## src/rtl/seg7_scan_ctrl.sv

```systemverilog
// rtl/seg7_scan_ctrl.sv - time-multiplexed 7-segment scan controller with double-buffered digits
module seg7_scan_ctrl #(
    parameter int          NUM_DIGITS   = 4,
    parameter int          REFRESH_DIV  = 50000,
    parameter int          BLANK_CYCLES = 16,
    parameter logic [6:0]  SEG_OFF      = 7'h7F
) (
    input  logic                    clk,
    input  logic                    rst,
    input  logic                    load,
    input  logic [4*NUM_DIGITS-1:0] value,
    input  logic                    lz_suppress,
    input  logic [6:0]              seg_in,
    output logic [3:0]              bcd,
    output logic [6:0]              seg,
    output logic [NUM_DIGITS-1:0]   an,
    output logic                    frame_done
);

    localparam int CW = (REFRESH_DIV > 1) ? $clog2(REFRESH_DIV) : 1;
    localparam int IW = (NUM_DIGITS > 1) ? $clog2(NUM_DIGITS) : 1;

    logic [CW-1:0]             slot_cnt;
    logic [CW-1:0]             slot_cnt_nxt;
    logic [IW-1:0]             idx;
    logic [IW-1:0]             idx_nxt;
    logic [4*NUM_DIGITS-1:0]   active;
    logic [4*NUM_DIGITS-1:0]   active_nxt;
    logic [4*NUM_DIGITS-1:0]   shadow;
    logic                      pending;
    logic                      slot_end;
    logic                      wrap;
    logic [NUM_DIGITS-1:0]     an_nxt;
    logic [3:0]                bcd_nxt;
    logic [NUM_DIGITS-1:0]     all_zero_above;
    logic                      digit_sup;
    logic                      drive;

    // Next scan position, the data that becomes active at a frame boundary,
    // and the registered anode/bcd values that match that next position.
    always_comb begin
        slot_end     = (slot_cnt == CW'(REFRESH_DIV - 1));
        wrap         = slot_end && (idx == IW'(NUM_DIGITS - 1));
        slot_cnt_nxt = slot_end ? '0 : slot_cnt + 1'b1;
        if (wrap)
            idx_nxt = '0;
        else if (slot_end)
            idx_nxt = idx + 1'b1;
        else
            idx_nxt = idx;
        active_nxt = (wrap && pending) ? shadow : active;
        an_nxt     = '1;
        bcd_nxt    = 4'd0;
        for (int k = 0; k < NUM_DIGITS; k++) begin
            if (idx_nxt == IW'(k)) begin
                bcd_nxt = active_nxt[4*k +: 4];
                if (slot_cnt_nxt >= CW'(BLANK_CYCLES))
                    an_nxt[k] = 1'b0;
            end
        end
    end

    // Scan counters, anode and decoder-code registers; bcd only moves at slot start
    // so the external decoder has the whole blank phase to settle.
    always_ff @(posedge clk or posedge rst) begin
        if (rst) begin
            slot_cnt   <= '0;
            idx        <= '0;
            an         <= '1;
            bcd        <= 4'd0;
            frame_done <= 1'b0;
        end else begin
            slot_cnt   <= slot_cnt_nxt;
            idx        <= idx_nxt;
            an         <= an_nxt;
            frame_done <= wrap;
            if (slot_end)
                bcd <= bcd_nxt;
        end
    end

    // Host double buffer: shadow captures every load, active only changes at a
    // frame boundary so a frame never shows a mix of old and new digits.
    always_ff @(posedge clk or posedge rst) begin
        if (rst) begin
            shadow  <= '0;
            pending <= 1'b0;
            active  <= '0;
        end else begin
            active <= active_nxt;
            if (load) begin
                shadow  <= value;
                pending <= 1'b1;
            end else if (wrap) begin
                pending <= 1'b0;
            end
        end
    end

    // Leading-zero detection on active data: digit i is blankable when it and
    // every more significant digit are zero; digit 0 is always shown.
    always_comb begin
        all_zero_above = '0;
        all_zero_above[NUM_DIGITS-1] = (active[4*NUM_DIGITS-1 -: 4] == 4'd0);
        for (int i = NUM_DIGITS - 2; i >= 0; i--)
            all_zero_above[i] = all_zero_above[i+1] && (active[4*i +: 4] == 4'd0);
        digit_sup = 1'b0;
        for (int i = 1; i < NUM_DIGITS; i++)
            if (idx == IW'(i))
                digit_sup = lz_suppress && all_zero_above[i];
    end

    // Segment gating: decoder output only during the drive phase of a shown digit.
    always_comb begin
        drive = (slot_cnt >= CW'(BLANK_CYCLES));
        seg   = (drive && !digit_sup) ? seg_in : SEG_OFF;
    end

endmodule

```

## config.mk

```make
export PLATFORM = sky130hd
export DESIGN_NAME = seg7_scan_ctrl
export DESIGN_NICKNAME = d
export VERILOG_FILES = /design/src/rtl/seg7_scan_ctrl.sv
export SDC_FILE = /design/constraint.sdc
export NUM_CORES = 1
export LEC_CHECK = 0
export CAP_MARGIN = 20
export CORE_MARGIN = 2
export CORE_UTILIZATION = 40
export CTS_CLUSTER_SIZE = 12
export DETAILED_ROUTE_END_ITERATION = 6
export DONT_BUFFER_PORTS = 1
export PLACE_DENSITY = 0.56
export RECOVER_POWER = 100
export SYNTH_ARGS = -nofsm -noshare
export SYNTH_HDL_FRONTEND = slang
export SYNTH_SLANG_ARGS = --single-unit
```

## constraint.sdc

```tcl
create_clock -name clk -period 7.32 [get_ports clk]
set_input_delay 1.464 -clock clk [delete_from_list [all_inputs] [get_ports clk]]
set_output_delay 1.464 -clock clk [all_outputs]
set_load 0.02 [all_outputs]
```

Figure 1. Power grid (run 1).
The bar under the picture is 20 um long. Pins as bars on the die edge.
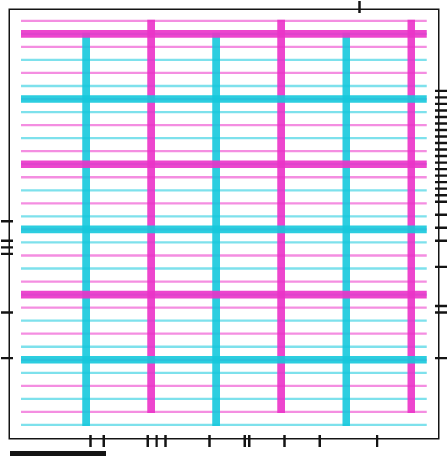
- VDD: magenta
- VSS: cyan
- met1 rails: 32
- met5 straps: 6
- signal pins: 43
- met4 straps: 6
core area: 7137 um^2
Horiz. Die Dim: 89.30 um
Chip Height: 89.30 um
Max VDD drop: 0.00007441 V

Figure 2. Cells coloured by class (run 1).
The bar under the picture is 20 um long.
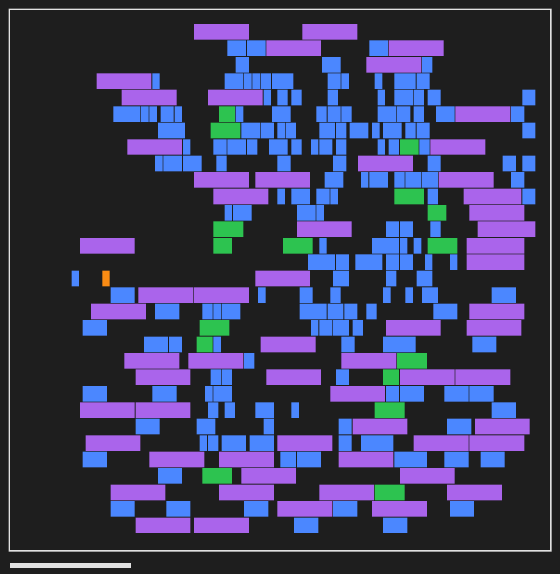
- other buffers and delay cells: orange (cells 1; share of their area 0.13%)
- clock drivers and dummy loads: green (cells 16; share of their area 6.3%)
- all other logic: blue (cells 180; share of their area 43%)
- flip-flops: purple (cells 60; share of their area 51%)
post-route design area: 3103 um^2
row cnt: 31
flop share of the area: 48.55%
post-layout util: 43.48%

Figure 3. Clock distribution (run 1).
The bar under the picture is 20 um long.
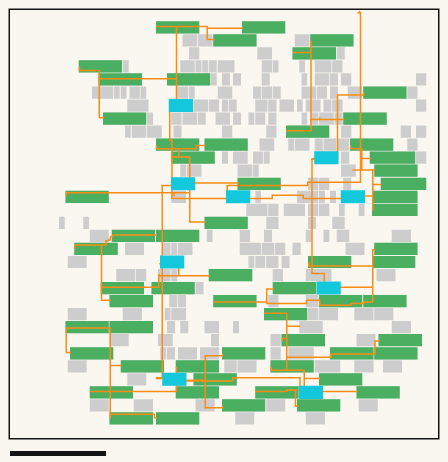
- clock wires: orange (length 771 um)
- cells driving clock nets: cyan (count 9)
- flip-flops: green (count 60)
- flops lie: spread over the die
clk_skew: 0.01131 ns
Clock Power: 272 uW
Clock Latency Late Sink: 0.34 ns
Clk pwr share: 42.6%

==> run_results.csv, run 1 <==
group,metric,value,unit
power_and_ir_drop,power.density,205.4,nW/um^2
logic_synthesis,syn-cell-area,2910,um^2
cells_and_area,nets,284,
critical_path,path_depth,7,
timing,holdWs,0.4996,ns
drt,post_drt_wl_per_cell,15.35,um
critical_path,worstSetupPathType,"flip-flop to flip-flop",
critical_path,cp_max_fo,16,
clock_tree,hold_buffers,0,
place,place_ws,3.751,ns
place,placed_area,2970,um^2
cells_and_area,flop-count,60,
cells_and_area,buf_share,0.1210,%
outcome,status,"finished, violations left",
timing,tns,0,ns
power_and_ir_drop,intPower,483.8,uW
drt,avgViaCountPerCell,5.284,
cells_and_area,logic_gates,172,
logic_synthesis,ys_cells,253,
critical_path,crit_buf_inv,0,
logic_synthesis,ys_sh_aoi,8.212,%
clock_tree,cts.sinks,60,
timing,relSlewSlack,-109.4,%
place,port_buffers,0,
min_path,holdPathStages,1,
run,max-cap-violations,2,
global_route,use_met3,5.171,%
cells_and_area,inv_count,8,
logic_synthesis,ys_seq_share,51.76,%
critical_path,critPathRequiredTime,7.54,ns
logic_synthesis,ys_async_sr_fraction,100.0,%
min_path,min_from,"active[0]",
cells_and_area,drive_above_1_share,17.90,%
global_route,met2_usage,21.14,%
power_and_ir_drop,powerComb,20.9,uW
timing,slew_violations,78,
cells_and_area,clock_buffer_count,10,
clock_tree,path_clk_slew,0.07,ns
min_path,hold_path.class,"flip-flop to flip-flop",
place,gp_congestion,0.7877,
logic_synthesis,simple_gate_area_share,16.68,%
clock_tree,post_cts_buffers,0,
cells_and_area,ff_latch_area,1506,um^2
critical_path,crit_arrival,4.30,ns
cells_and_area,syn2layout_area_growth,6.621,%
outcome,violations,"capacitance limit, slew limit",
floorplan,ios,43,
global_route,grt.met1_usage,21.54,%
global_route,grt_max_degree,61,
logic_synthesis,yosysTopAreaCell,"dfrtp_1",
Figure 4. Congestion heat map (run 1).
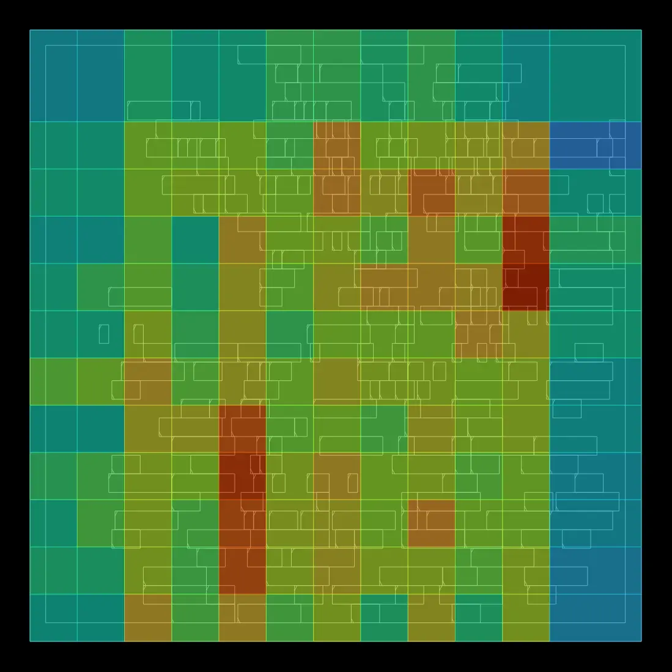

==> inputs of run 2 (changes only) <==
clock period = 3.8 ns   (was 7.32 ns; I/O delays follow)
Figure 5. Congestion heat map (run 2).
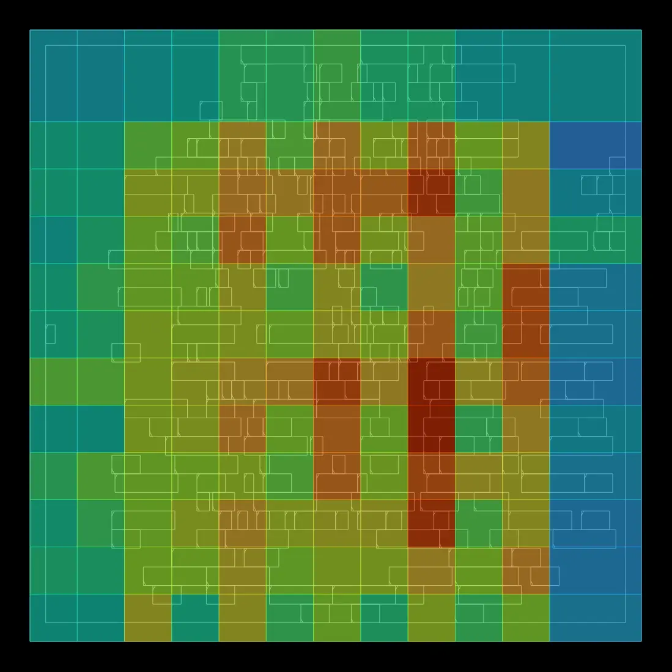
GRT Overall Usage: 16.20%
GR Util met2: 21.62%
GR Util met3: 6.279%

Figure 6. Clock distribution (run 2).
The bar under the picture is 20 um long.
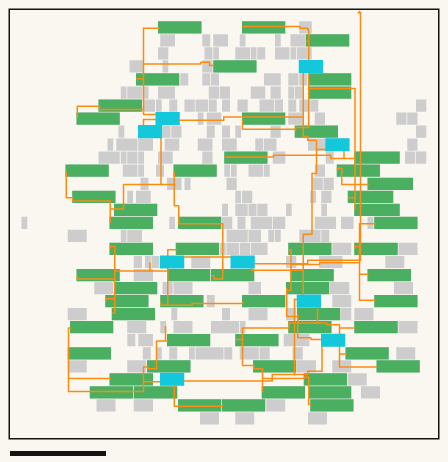
- clock wires: orange (length 860 um)
- cells driving clock nets: cyan (count 9)
- flip-flops: green (count 60)
- routed clock nets: 10
clk_skew: 0.006206 ns
Clock Power: 503 uW
Clk pwr share: 41.6%

Figure 7. Metal layers overlaid (run 2).
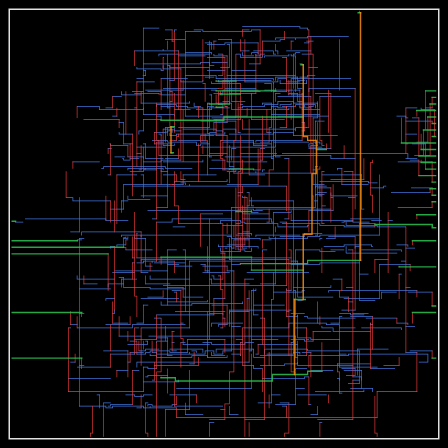
- met3: green (wire length 323 um)
- met1: blue (wire length 2990 um)
- met2: red (wire length 2380 um)
- met4: orange (wire length 127 um)
vias post-DR: 1887
DR WL/cell: 16.35 um
final wirelength: 5.820 mm

==> run 2 against run 1 <==
Net effect:
- the run now ends clean
- power rose by 90%
- register-to-register slack lost 2.7 ns
- worst setup slack lost 2.7 ns
- synthesized area did not move
- first-iteration DRC count increased by 54%
- critical path type unchanged
- critical endpoint is now bcd[1]
- largest power group unchanged
==> run_results.csv, run 2 <==
group,metric,value,unit
critical_path,crit_buf_inv,0,
logic_synthesis,yosysTopAreaCell,"dfrtp_1",
power_and_ir_drop,vdd_drop_max,0.0001655,V
critical_path,critPathRequiredTime,4.02,ns
cells_and_area,inv_count,8,
global_route,grt_max_degree,34,
logic_synthesis,ys_async_sr_fraction,100.0,%
outcome,status,"finished clean",
critical_path,path_depth,7,
timing,setup_viol_count_final,0,
run,max-cap-violations,0,
logic_synthesis,ys_cells,253,
clock_tree,path_clk_slew,0.07,ns
timing,tns,0,ns
cells_and_area,fin_area,3099,um^2
min_path,holdPathStages,1,
place,placed_area,2970,um^2
cells_and_area,drive_above_1_share,17.90,%
logic_synthesis,ys_seq_share,51.76,%
logic_synthesis,simple_gate_area_share,16.68,%
timing,holdWs,0.4851,ns
global_route,grt.met1_usage,23.44,%
clock_tree,post_cts_buffers,0,
clock_tree,cts.sinks,60,
cells_and_area,buf_share,0.1211,%
cells_and_area,seq_area_share,48.61,%
power_and_ir_drop,powerComb,40.6,uW
clock_tree,hold_buffers,0,
timing,slew_violations,0,
cells_and_area,flop-count,60,
cells_and_area,clock_buffer_count,12,
timing,relSlewSlack,4.884,%
floorplan,die_h,89.30,um
logic_synthesis,ys_sh_aoi,8.212,%
critical_path,cp_max_fo,16,
floorplan,fp.coreArea,7137,um^2
place,place_ws,0.8366,ns
cells_and_area,nets,284,
cells_and_area,syn2layout_area_growth,6.492,%
critical_path,worstSetupPathType,"flip-flop to flip-flop",
place,port_buffers,0,
place,gp_congestion,0.8322,
min_path,min_from,"active[2]",
cells_and_area,final_util,43.43,%
critical_path,crit_arrival,3.49,ns
min_path,hold_path.class,"flip-flop to flip-flop",
floorplan,rows,31,
power_and_ir_drop,power.density,390.3,nW/um^2
==> inputs of run 3 (changes only) <==
CAP_MARGIN = default   (was 20)
CTS_CLUSTER_SIZE = 14   (was 12)
SLEW_MARGIN = 15   (was default)
Figure 8. Metal layers overlaid (run 3).
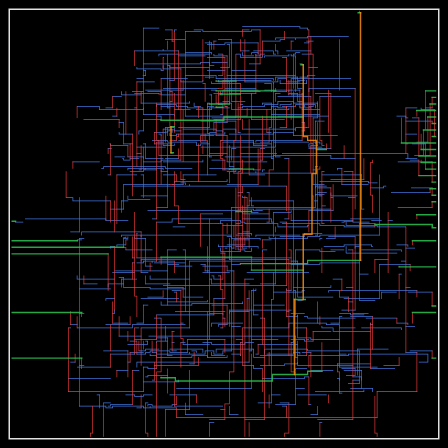
- met2: red (wire length 2380 um)
- met4: orange (wire length 127 um)
- met3: green (wire length 323 um)
- met1: blue (wire length 2990 um)

Figure 9. Cells coloured by class (run 3).
The bar under the picture is 20 um long.
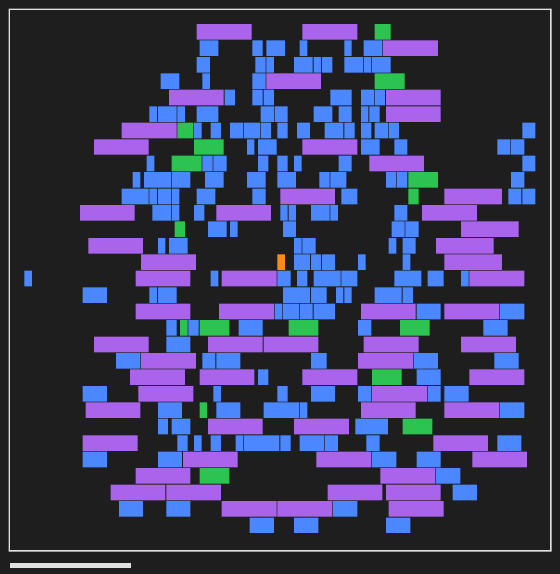
- other buffers and delay cells: orange (cells 1; share of their area 0.13%)
- flip-flops: purple (cells 60; share of their area 51%)
- all other logic: blue (cells 180; share of their area 44%)
- clock drivers and dummy loads: green (cells 16; share of their area 5.7%)
flop share of the area: 48.61%
post-route design area: 3099 um^2
post-layout util: 43.43%

Figure 10. Congestion heat map (run 3).
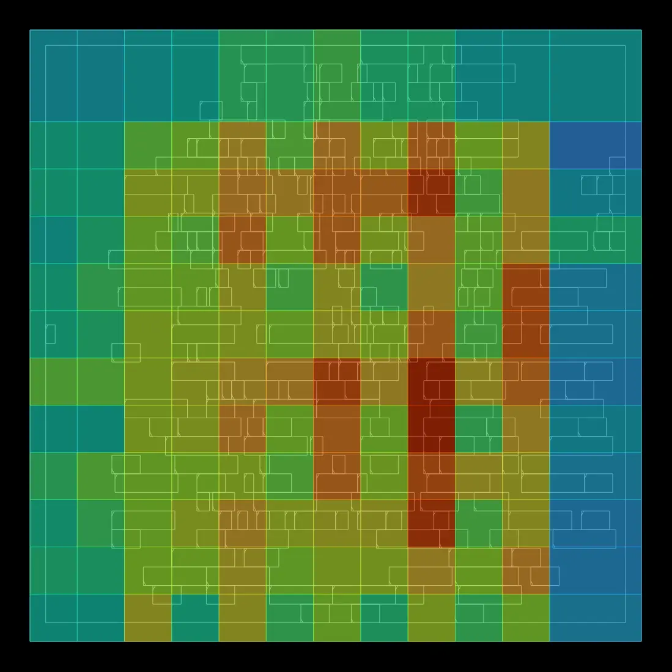
global routing usage on met1: 23.44%
Most Crowded Layer GR: met1

==> run 3 against run 2 <==
Net effect:
- clock power hardly changed
- first-iteration DRC count stayed put
- utilization unchanged
- synthesized cell count unchanged
- non-clock buffer count unchanged
- fmax stayed put
- worst hold slack unchanged
- combinational power is essentially flat
- global-route usage is the same
- flip-flop count stayed put
- largest cell class unchanged
- power stayed put
- clock skew did not move
==> run_results.csv, run 3 <==
group,metric,value,unit
place,placed_area,2970,um^2
clock_tree,worstSkewPairLatency,0.34,ns
place,gp_congestion,0.8322,
power_and_ir_drop,power.density,390.3,nW/um^2
clock_tree,cts.sinks,60,
cells_and_area,ff_latch_area,1506,um^2
power_and_ir_drop,intPower,926.4,uW
timing,clock_skew,0.006206,ns
timing,slew_violations,0,
cells_and_area,nets,284,
drt,totalWireLength,5.820,mm
timing,holdWs,0.4851,ns
critical_path,worstSetupPathType,"flip-flop to flip-flop",
floorplan,die_h,89.30,um
clock_tree,post_cts_buffers,0,
run,max-cap-violations,0,
logic_synthesis,ys_sh_aoi,8.212,%
logic_synthesis,simple_gate_area_share,16.68,%
timing,relSlewSlack,4.884,%
global_route,use_met3,6.279,%
place,place_ws,0.8366,ns
clock_tree,path_clk_slew,0.07,ns
cells_and_area,drive_above_1_share,17.90,%
cells_and_area,buf_share,0.1211,%
power_and_ir_drop,p_clk,503,uW
logic_synthesis,ys_async_sr_fraction,100.0,%
min_path,holdPathStages,1,
place,port_buffers,0,
critical_path,path_depth,7,
cells_and_area,syn2layout_area_growth,6.492,%
critical_path,cp_max_fo,16,
clock_tree,hold_buffers,0,
critical_path,crit_arrival,3.49,ns
critical_path,crit_buf_inv,0,
power_and_ir_drop,vdd_drop_max,0.0001655,V
power_and_ir_drop,clkPwrFrac,41.6,%
global_route,grt_max_degree,34,
floorplan,fp.coreArea,7137,um^2
timing,setup_viol_count_final,0,
timing,tns,0,ns
global_route,grt_usage,16.20,%
cells_and_area,inv_count,8,
outcome,status,"finished clean",
floorplan,die_w,89.30,um
logic_synthesis,ys_cells,253,
logic_synthesis,yosysTopAreaCell,"dfrtp_1",
No activity file was given, so power comes from the tool's default toggle rates.
